--- src/rtl/rgb_video_rx.sv ---
// RGB565 parallel-LCD receiver: recovers frame timing, locks to a conforming source and
// reports per-pixel data and measured timing. Macro RGB_VIDEO_RX_CRC_EN adds a per-frame CRC-16.
module rgb_video_rx #(
    parameter int unsigned H_ACTIVE    = 480,
    parameter int unsigned V_ACTIVE    = 272,
    parameter logic        HS_POL      = 1'b0,
    parameter logic        VS_POL      = 1'b0,
    parameter int unsigned LOCK_FRAMES = 2
) (
    input  logic        dclk,
    input  logic        reset,
    input  logic        de,
    input  logic        hs,
    input  logic        vs,
    input  logic [4:0]  r,
    input  logic [5:0]  g,
    input  logic [4:0]  b,
    output logic        pix_valid,
    output logic [9:0]  pix_x,
    output logic [9:0]  pix_y,
    output logic [15:0] pix_rgb,
    output logic        frame_start,
    output logic        locked,
    output logic        err_timing,
    output logic [11:0] meas_h_active,
    output logic [11:0] meas_h_total,
    output logic [11:0] meas_v_active,
    output logic [11:0] meas_v_total,
    output logic [15:0] frame_crc,
    output logic        crc_valid
);
    typedef enum logic [1:0] {SEARCH = 2'd0, MEASURE = 2'd1, LOCKED = 2'd2} state_t;

    localparam logic [11:0] H_ACT_C = 12'(H_ACTIVE);
    localparam logic [11:0] V_ACT_C = 12'(V_ACTIVE);
    localparam logic [3:0]  LOCK_C  = 4'(LOCK_FRAMES);

    state_t      state_q, state_d;
    logic        de1_q, de1_d, hs1_q, hs1_d, vs1_q, vs1_d, de2_q, de2_d, hs2_q, hs2_d, vs2_q, vs2_d;
    logic [15:0] rgb1_q, rgb1_d;
    logic [11:0] h_cnt_q, h_cnt_d, de_cnt_q, de_cnt_d, line_cnt_q, line_cnt_d, act_cnt_q, act_cnt_d;
    logic [11:0] h_ref_q, h_ref_d;
    logic        h_ref_vld_q, h_ref_vld_d, span_q, span_d;
    logic        run_err_q, run_err_d, vde_err_q, vde_err_d, h_mis_q, h_mis_d;
    logic [3:0]  good_cnt_q, good_cnt_d;
    logic        pix_valid_q, pix_valid_d, frame_start_q, frame_start_d;
    logic        locked_q, locked_d, err_timing_q, err_timing_d;
    logic [9:0]  pix_x_q, pix_x_d, pix_y_q, pix_y_d;
    logic [15:0] pix_rgb_q, pix_rgb_d;
    logic [11:0] meas_h_active_q, meas_h_active_d, meas_h_total_q, meas_h_total_d;
    logic [11:0] meas_v_active_q, meas_v_active_d, meas_v_total_q, meas_v_total_d;
    logic        hs_rise_s, vs_rise_s, de_fall_s, vde_s, h_sat_s, run_bad_s, h_bad_s;
    logic        frame_ok_s, lock_viol_s;
    logic [11:0] lines_s, acts_s;

`ifdef RGB_VIDEO_RX_CRC_EN
    logic [15:0] crc_run_q, crc_run_d, frame_crc_q, frame_crc_d;
    logic        crc_valid_q, crc_valid_d;

    function automatic logic [15:0] crc16_ccitt(input logic [15:0] crc_in, input logic [15:0] data);
        logic [15:0] c;
        c = crc_in;
        for (int i = 15; i >= 0; i--) begin
            if (c[15] ^ data[i]) begin
                c = {c[14:0], 1'b0} ^ 16'h1021;
            end else begin
                c = {c[14:0], 1'b0};
            end
        end
        return c;
    endfunction

    assign frame_crc = frame_crc_q;
    assign crc_valid = crc_valid_q;
`else
    assign frame_crc = 16'd0;
    assign crc_valid = 1'b0;
`endif

    // Next-state logic: input pipeline, timing counters, conformance tracking and lock FSM.
    always_comb begin
        de1_d  = de;
        hs1_d  = hs;
        vs1_d  = vs;
        rgb1_d = {r, g, b};
        de2_d  = de1_q;
        hs2_d  = hs1_q;
        vs2_d  = vs1_q;

        hs_rise_s   = (hs1_q == HS_POL) && (hs2_q != HS_POL);
        vs_rise_s   = (vs1_q == VS_POL) && (vs2_q != VS_POL);
        de_fall_s   = !de1_q && de2_q;
        vde_s       = de1_q && (vs1_q == VS_POL);
        h_sat_s     = !hs_rise_s && (h_cnt_q == 12'd4094);
        // An hs landing on the same cycle as vs still belongs to the frame that is ending.
        lines_s     = line_cnt_q + {11'd0, hs_rise_s};
        acts_s      = act_cnt_q + {11'd0, de_fall_s};
        run_bad_s   = de_fall_s && ((de_cnt_q != H_ACT_C) || span_q);
        h_bad_s     = hs_rise_s && h_ref_vld_q && (h_cnt_q != h_ref_q);
        frame_ok_s  = !(run_err_q || run_bad_s || vde_err_q || vde_s || h_mis_q || h_bad_s)
                      && (acts_s == V_ACT_C);
        lock_viol_s = run_bad_s || vde_s || h_sat_s || (vs_rise_s && (acts_s != V_ACT_C));

        meas_h_total_d  = meas_h_total_q;
        meas_h_active_d = meas_h_active_q;
        meas_v_total_d  = meas_v_total_q;
        meas_v_active_d = meas_v_active_q;

        if (hs_rise_s) begin
            h_cnt_d        = 12'd1;
            meas_h_total_d = h_cnt_q;
        end else if (h_cnt_q != 12'hFFF) begin
            h_cnt_d = h_cnt_q + 12'd1;
        end else begin
            h_cnt_d = h_cnt_q;
        end

        // A run still high across hs restarts de_cnt and is marked invalid until it ends.
        if (hs_rise_s) begin
            de_cnt_d = {11'd0, de1_q};
            span_d   = de1_q && de2_q;
        end else if (de1_q) begin
            de_cnt_d = de_cnt_q + 12'd1;
            span_d   = span_q;
        end else begin
            de_cnt_d = de_cnt_q;
            span_d   = de_fall_s ? 1'b0 : span_q;
        end

        if (de_fall_s) begin
            meas_h_active_d = de_cnt_q;
        end else begin
            meas_h_active_d = meas_h_active_q;
        end

        if (vs_rise_s) begin
            line_cnt_d  = 12'd0;
            act_cnt_d   = 12'd0;
            run_err_d   = 1'b0;
            vde_err_d   = 1'b0;
            h_mis_d     = 1'b0;
            h_ref_vld_d = 1'b0;
            h_ref_d     = h_ref_q;
        end else begin
            line_cnt_d  = lines_s;
            act_cnt_d   = acts_s;
            run_err_d   = run_err_q | run_bad_s;
            vde_err_d   = vde_err_q | vde_s;
            h_mis_d     = h_mis_q | h_bad_s;
            if (hs_rise_s && !h_ref_vld_q) begin
                h_ref_vld_d = 1'b1;
                h_ref_d     = h_cnt_q;
            end else begin
                h_ref_vld_d = h_ref_vld_q;
                h_ref_d     = h_ref_q;
            end
        end

        state_d      = state_q;
        good_cnt_d   = good_cnt_q;
        err_timing_d = 1'b0;
        case (state_q)
            SEARCH: begin
                if (vs_rise_s) begin
                    state_d    = MEASURE;
                    good_cnt_d = 4'd0;
                end else begin
                    state_d = SEARCH;
                end
            end
            MEASURE: begin
                if (vs_rise_s && frame_ok_s) begin
                    good_cnt_d = good_cnt_q + 4'd1;
                    state_d    = ((good_cnt_q + 4'd1) >= LOCK_C) ? LOCKED : MEASURE;
                end else if (vs_rise_s) begin
                    good_cnt_d = 4'd0;
                end else begin
                    good_cnt_d = good_cnt_q;
                end
            end
            LOCKED: begin
                if (lock_viol_s) begin
                    state_d      = SEARCH;
                    err_timing_d = 1'b1;
                end else begin
                    state_d = LOCKED;
                end
            end
            default: state_d = SEARCH;
        endcase

        locked_d      = (state_d == LOCKED);
        frame_start_d = vs_rise_s && (state_d == LOCKED);
        if (vs_rise_s && (state_q != SEARCH)) begin
            meas_v_total_d  = lines_s;
            meas_v_active_d = acts_s;
        end else begin
            meas_v_total_d  = meas_v_total_q;
            meas_v_active_d = meas_v_active_q;
        end

        pix_valid_d = de1_q && locked_q;
        pix_x_d     = hs_rise_s ? 10'd0 : de_cnt_q[9:0];
        pix_y_d     = act_cnt_q[9:0];
        pix_rgb_d   = rgb1_q;

`ifdef RGB_VIDEO_RX_CRC_EN
        frame_crc_d = frame_crc_q;
        crc_valid_d = 1'b0;
        if (vs_rise_s) begin
            crc_run_d = 16'hFFFF;
            if (state_d == LOCKED) begin
                frame_crc_d = crc_run_q;
                crc_valid_d = 1'b1;
            end else begin
                frame_crc_d = frame_crc_q;
            end
        end else if (de1_q) begin
            crc_run_d = crc16_ccitt(crc_run_q, rgb1_q);
        end else begin
            crc_run_d = crc_run_q;
        end
`endif
    end

    // State registers; sync regs reset to the deasserted sync level so no edge is seen at start.
    always_ff @(posedge dclk or posedge reset) begin
        if (reset) begin
            state_q <= SEARCH;
            de1_q <= 1'b0;    hs1_q <= ~HS_POL; vs1_q <= ~VS_POL; rgb1_q <= 16'd0;
            de2_q <= 1'b0;    hs2_q <= ~HS_POL; vs2_q <= ~VS_POL;
            h_cnt_q <= 12'd0; de_cnt_q <= 12'd0; line_cnt_q <= 12'd0; act_cnt_q <= 12'd0;
            h_ref_q <= 12'd0; h_ref_vld_q <= 1'b0; span_q <= 1'b0;
            run_err_q <= 1'b0; vde_err_q <= 1'b0; h_mis_q <= 1'b0; good_cnt_q <= 4'd0;
            pix_valid_q <= 1'b0; pix_x_q <= 10'd0; pix_y_q <= 10'd0; pix_rgb_q <= 16'd0;
            frame_start_q <= 1'b0; locked_q <= 1'b0; err_timing_q <= 1'b0;
            meas_h_active_q <= 12'd0; meas_h_total_q <= 12'd0;
            meas_v_active_q <= 12'd0; meas_v_total_q <= 12'd0;
`ifdef RGB_VIDEO_RX_CRC_EN
            crc_run_q <= 16'hFFFF; frame_crc_q <= 16'd0; crc_valid_q <= 1'b0;
`endif
        end else begin
            state_q <= state_d;
            de1_q <= de1_d;   hs1_q <= hs1_d;   vs1_q <= vs1_d;   rgb1_q <= rgb1_d;
            de2_q <= de2_d;   hs2_q <= hs2_d;   vs2_q <= vs2_d;
            h_cnt_q <= h_cnt_d; de_cnt_q <= de_cnt_d; line_cnt_q <= line_cnt_d; act_cnt_q <= act_cnt_d;
            h_ref_q <= h_ref_d; h_ref_vld_q <= h_ref_vld_d; span_q <= span_d;
            run_err_q <= run_err_d; vde_err_q <= vde_err_d; h_mis_q <= h_mis_d; good_cnt_q <= good_cnt_d;
            pix_valid_q <= pix_valid_d; pix_x_q <= pix_x_d; pix_y_q <= pix_y_d; pix_rgb_q <= pix_rgb_d;
            frame_start_q <= frame_start_d; locked_q <= locked_d; err_timing_q <= err_timing_d;
            meas_h_active_q <= meas_h_active_d; meas_h_total_q <= meas_h_total_d;
            meas_v_active_q <= meas_v_active_d; meas_v_total_q <= meas_v_total_d;
`ifdef RGB_VIDEO_RX_CRC_EN
            crc_run_q <= crc_run_d; frame_crc_q <= frame_crc_d; crc_valid_q <= crc_valid_d;
`endif
        end
    end

    assign pix_valid     = pix_valid_q;
    assign pix_x         = pix_x_q;
    assign pix_y         = pix_y_q;
    assign pix_rgb       = pix_rgb_q;
    assign frame_start   = frame_start_q;
    assign locked        = locked_q;
    assign err_timing    = err_timing_q;
    assign meas_h_active = meas_h_active_q;
    assign meas_h_total  = meas_h_total_q;
    assign meas_v_active = meas_v_active_q;
    assign meas_v_total  = meas_v_total_q;
endmodule
--- config.mk ---
export PLATFORM = sky130hd
export DESIGN_NAME = rgb_video_rx
export DESIGN_NICKNAME = d
export VERILOG_FILES = /design/src/rtl/rgb_video_rx.sv
export SDC_FILE = /design/constraint.sdc
export NUM_CORES = 1
export LEC_CHECK = 0
export ABC_AREA = 1
export CAP_MARGIN = 25
export CORE_MARGIN = 10
export CORE_UTILIZATION = 52
export DETAILED_ROUTE_END_ITERATION = 6
export PLACE_DENSITY = 0.79
export SKIP_CTS_REPAIR_TIMING = 1
export SKIP_LAST_GASP = 1
export SLEW_MARGIN = 20
export SYNTH_ARGS = -nofsm -noshare
export SYNTH_HDL_FRONTEND = slang
export SYNTH_SLANG_ARGS = --single-unit
--- constraint.sdc ---
create_clock -name dclk -period 8.6 [get_ports dclk]
set_input_delay 2.58 -clock dclk [delete_from_list [all_inputs] [get_ports dclk]]
set_output_delay 2.58 -clock dclk [all_outputs]
set_load 0.05 [all_outputs]
==> results.yml <==
# yosys + openroad results
setup_path:
  cp-end-kind: "primary output"
  r2r-start: "de1_q"
  crit_fanout: 2
  startpoint: "locked"
  cp.arrival_ns: 1.64
  worstReg2RegEnd: "frame_start"
  r2r_slack_ns: 5.52
  cp.depth: 1
placement:
  place_area_sq_um: 8370
  dp_hpwl_mm: 10.3
grt:
  antenna_found_initial: 0
  use_met1_pct: 20.4
  grt_max_degree: 121
  overflow: 0
  grt_pass1_vias: 5007
finish:
  seq_area_sq_um: 4530
  n_antenna_cell: 0
  layout.area.top_class: "registers"
  clkbuf_count: 18
  drive_gt1_share_pct: 7.96
  mostFrequentLayoutCells: "dfrtp_1, nand2_1, clkdlybuf4s50_1"
  seq_share_pct: 50.1
  clk_share_pct: 7.38
route:
  wl_met3_um: 879
  via_per_inst: 4.93
  drt_first_pass_iters: 5
  wl_met1_mm: 6.67
  drtAntennaViolNets: 0
  drc: 0
  top_layer: "met4"
pwr:
  seq_power_share_pct: 44.1
  swShare_pct: 28.1
  totalPowerFinal_mw: 2.19
  leakage_nw: 4.19
  clock_power_share_pct: 39.8
clock_tree:
  clock-root-buffer: "clkbuf_16"
  cts_sinks: 181
  cts_tree: "built"
  cts_buffers: 17
yosys:
  synthDistinctLibCells: 35
  synth.cell_area_sq_um: 7170
  avgSynthCellArea_sq_um: 9.84
  top_area_cell: "dfrtp_1"
  top_area_share_pct: 61.8
  synthCells: 729
  synth_stat.cells: 729
job:
  tool_warnings: 31
  max-cap-violations: 0
die:
  taps: 176
  num_rows: 42
  dieArea_sq_um: 18900
  die.size.y_um: 137
sta:
  slew_violations: 0
  max_slew_margin_pct: 45.9
  fin_skew_ns: 0.00978
  fin_crit_sh_pct: 49.1
  setup_viol: 0
  period_minus_slack_ns: 4.22
status:
  outcome: "complete, no violations"
min_path:
  min_to: "pix_rgb[1]"
  hold_class: "register to register"
  min_path_cells: 0
==> cell usage after synthesis (2+ instances only) <==
cell type / instances
nor2_2: 5
xnor2_1: 11
buf_1: 2
inv_1: 72
a31oi_1: 3
buf_4: 17
a21oi_1: 17
dfrtp_1: 177
o21ai_1: 9
nor2_4: 2
nand2_1: 162
dfstp_2: 4
a211oi_1: 3
nand3_1: 27
o21ai_0: 73
nand3b_1: 4
clkbuf_1: 16
nand2_2: 5
nand4_1: 3
nand3_2: 3
nor2_1: 70
xor2_1: 8
ha_1: 10
nor3_1: 9
inv_2: 7
==> power groups by stage <==
stage	sequential, mW	clock (mW)	combinational, mW
finish	0.967	0.872	0.355
CTS	0.967	0.881	0.359
detailed placement	0.981	0	0.355
global placement	0.976	0	0.349
floorplan	1.08	0	0.145
global route	0.974	0.918	0.387
==> sequential cells by signal (all words and copies together), names as in the netlist, 2 cells and up <==
| signal | cells |
|---|---|
| line_cnt_q | 12 |
| act_cnt_q | 12 |
| state_q | 2 |
| pix_x | 10 |
| pix_rgb_d | 16 |
| h_ref_q | 12 |
| meas_v_total | 12 |
| meas_h_total | 12 |
| good_cnt_q | 4 |
| pix_rgb | 16 |
| meas_h_active | 12 |
| pix_y | 10 |
| de_cnt_q | 12 |
| h_cnt_q | 12 |
| meas_v_active | 12 |
==> cell families after synthesis <==
family	synth area share, %
AND-OR/OR-AND	7.96
adder cells (fa/ha/maj)	1.74
other	0.0523
buffers and inverters	6.86
flip-flops	63.2
AND/OR/NAND/NOR	17.8
XOR/XNOR	2.32
==> through the flow <==
step / hold slack, ns / instances
2_1_floorplan: 0.331 / 745
3_3_place_gp: 0.331 / 998
3_5_place_dp: 0.335 / 998
4_1_cts: 0.349 / 1029
5_1_grt: 0.355 / 1030
6_report: 0.348 / 1030
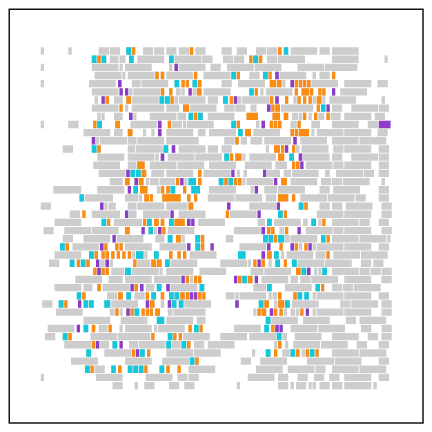
(images/gates.png)
Scale: 3 px per um.
[inv cells] purple | cells: 79 | most used: inv_1
[nand cells] orange | cells: 206 | most used: nand2_1
[aoi and oai cells] cyan | cells: 107 | most used: o21ai_0
combinational share of cell area: 24.4%
final cell count without fillers: 1030
most used logic cell in the final layout: dfrtp_1

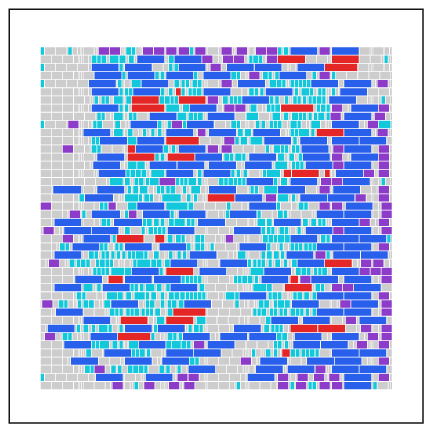
(images/class_map.png)
Scale: 3 px per um. Fill, decap, tap and diode cells in grey.
[remaining buffers and delay cells] purple | cells: 113
[remaining logic cells] cyan | cells: 529
[clock drivers and dummy loads] red | cells: 31
[registers] blue | cells: 181
core area: 13400 sq um
fin area: 9060 sq um

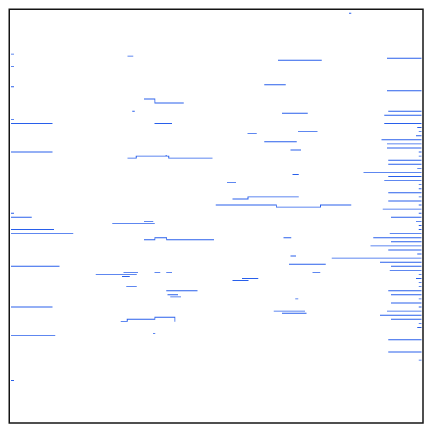
(images/m3.png)
Scale: 3 px per um.
nets with wire on the layer: 95
share of all routed wire: 5.9%
main direction: horizontal
wire length on this layer: 880 um
M3 GR Usage: 4.01%
Routed WL: 15.0 mm

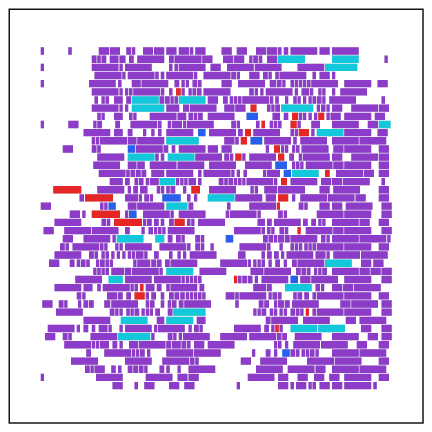
(images/sizing.png)
Scale: 3 px per um.
[x2] red | cells: 28
[x1 and smaller] purple | cells: 786
[x6 and larger] cyan | cells: 28
[x3 and x4] blue | cells: 12
Worst Slack Setup Final: 4.38 ns
P&R area growth vs syn: 26.3%
Non-clock buffers: 113

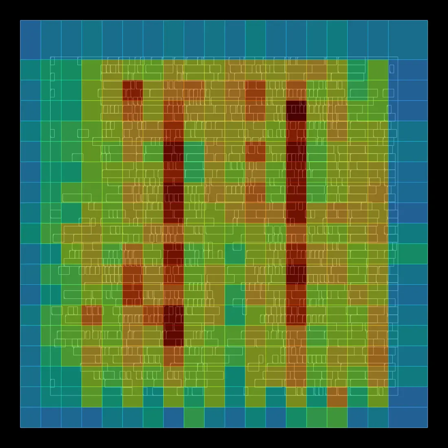
(images/congestion_map.png)
Post-Route Utilization: 67.6%
M2 GR Usage: 26.1%
routed length per instance: 14.6 um
global routing's busiest layer: met2

Power and IR drop assume default switching activity.
